Figure 1. Routed clock nets over the placement.
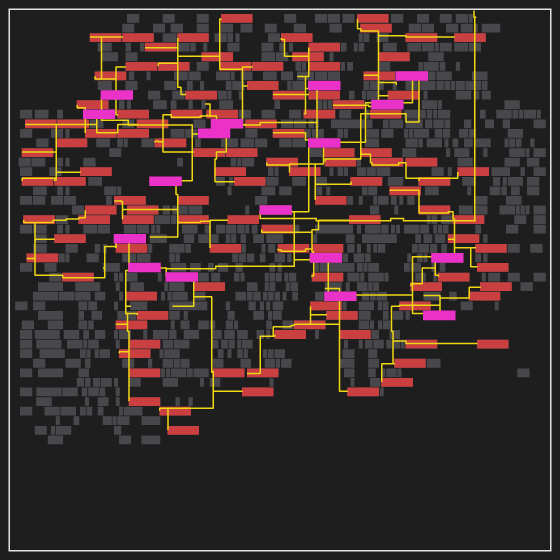
Figure 2. Wiring by layer.
Bar = 50 µm.
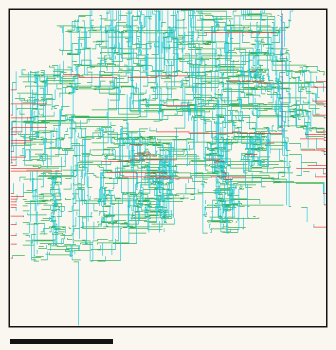
==> config.mk <==
export PLATFORM = sky130hd
export DESIGN_NAME = qrs_window_sched
export DESIGN_NICKNAME = d
export VERILOG_FILES = /design/src/rtl/alg_pkg.sv /design/src/rtl/qrs_window_sched_sample_timer.sv /design/src/rtl/qrs_window_sched.sv
export SDC_FILE = /design/constraint.sdc
export NUM_CORES = 1
export LEC_CHECK = 0
export CORE_UTILIZATION = 30
export CTS_CLUSTER_DIAMETER = 120
export CTS_CLUSTER_SIZE = 30
export DETAILED_ROUTE_END_ITERATION = 8
export GPL_TIMING_DRIVEN = 0
export SKIP_LAST_GASP = 1
export SLEW_MARGIN = 40
export SYNTH_ARGS = -nofsm -noshare
export SYNTH_HDL_FRONTEND = slang
export SYNTH_SLANG_ARGS = --single-unit
==> constraint.sdc <==
create_clock -name i_clk -period 4.3 [get_ports i_clk]
set_input_delay 1.29 -clock i_clk [delete_from_list [all_inputs] [get_ports i_clk]]
set_output_delay 1.29 -clock i_clk [all_outputs]
set_load 0.05 [all_outputs]
==> results.cfg <==
; synthesis and place-and-route metrics
[yosys]
edf_count = 0
ys_top_cells_by_area = dfrtp_1 42%, ha_1 9.1%, mux2i_1 6.3%
ys_types = 60
numSynthFlops = 114
ys_cells = 672
synthTopCellsByCount = 114 x dfrtp_1, 74 x nand2_1, 59 x o21ai_0, 50 x ha_1, 48 x inv_1
yosysWarnings = 0
ys_sh_adder = 0.117
synthFlopType = dfrtp_1
synthAoiAreaFrac = 0.125
xor_share = 0.0344
top_area_frac = 0.415
ys_async_sr_fraction = 1.00
synth_cells = 672

[grt]
antenna_found_initial = 0

[timing]
finalWorstPathRequiredPeriod_ps = 4030
tns_ps = 0
rsz0062_at_grt = false
finalHoldViolCount = 0

[setup_path]
reg2regPathDepth = 15
path_class = in2reg
cp.arrival_ps = 4370

[clocking]
cts_buffers = 17
cts_sinks = 114
htree_levels = 4

[layout]
drive_gt1_frac = 0.122
fillers = 2249
diodes = 0
finish.instance_area_um2 = 8880

[power_and_ir_drop]
power.switching_w = 0.000942
combinationalPowerShare = 0.227

[place]
pre_cts_ws_ps = -683
placed_cells = 1056

[floorplanning]
dieWidth_um = 153
core-area_um2 = 22600

[outcome]
outcome = finished, final reports clean

[drt]
drc = 0
-- Figure 1 (at the start) --
flip-flops: marked red, count 114. clock drivers: marked magenta, count 17. clock wires: marked yellow, length 1,690 µm.
There are 18 routed clock nets.
Clock Power Share: 0.400
Clock Power: 0.00144 W
worst skew pair latency: 410 ps
clock skew: 10.8 ps

-- Figure 2 (at the start) --
metal 4: marked blue, wire length 57.8 µm. metal 2: marked cyan, wire length 7,380 µm. metal 1: marked green, wire length 7,450 µm. metal 3: marked red, wire length 640 µm.
WL/cell: 14.3 µm
DRT Wirelength: 15,500 µm
Vias: 5,276
All-Layer GR Usage: 0.139

==> layer usage <==
| layer | up-vias | wire (µm) | global-route usage |
|---|---|---|---|
| met4 | 0 | 57 | 0.0405 |
| li1 | 2622 | - | - |
| met1 | 2556 | 7450 | 0.189 |
| met3 | 2 | 640 | 0.0309 |
| met2 | 96 | 7380 | 0.221 |
| met5 | - | 0 | 0 |
==> repair_timing <==
action,4_1_cts,5_1_grt
pin swaps,1,0
buffers inserted,2,0
resized,1,2
endpoints found under the setup margin,44,15
==> worst max-delay path: stages <==
cell             delay [ps]
clkdlybuf4s50_1         520
ha_1                    380
a21oi_1                 130
o21ai_0                 110
a2111oi_2               530
o21ai_1                 280
or2_2                   350
clkbuf_1                250
o41ai_1                 330
a22o_1                  190
==> power by group through the flow <==
| stage | Combinational (W) | Clock (W) | Sequential [W] |
|---|---|---|---|
| 2_1_floorplan | 0.000602 | 0 | 0.00134 |
| 3_3_place_gp | 0.000807 | 0 | 0.00135 |
| 3_5_place_dp | 0.000822 | 0 | 0.00136 |
| 4_1_cts | 0.000827 | 0.00148 | 0.00134 |
| 5_1_grt | 0.000937 | 0.00152 | 0.00137 |
| 6_report | 0.000817 | 0.00144 | 0.00134 |
==> area by class of cell <==
class / instances / area share
plain buffers: 29 / 0.0159
clock buffers: 28 / 0.0616
well taps: 285 / 0.0402
flip-flops and latches: 114 / 0.321
repair buffers: 101 / 0.116
multi-input cells: 481 / 0.418
inverters: 48 / 0.0203
clock inverters: 3 / 0.00733
==> stage by stage <==
step / total power, W / utilization
floorplan: 0.00194 / -
finish: 0.00360 / 0.393
detailed placement: 0.00218 / 0.365
global placement: 0.00216 / 0.364
global route: 0.00383 / 0.393
CTS: 0.00365 / 0.393
Power is estimated from default activity; no workload was simulated.
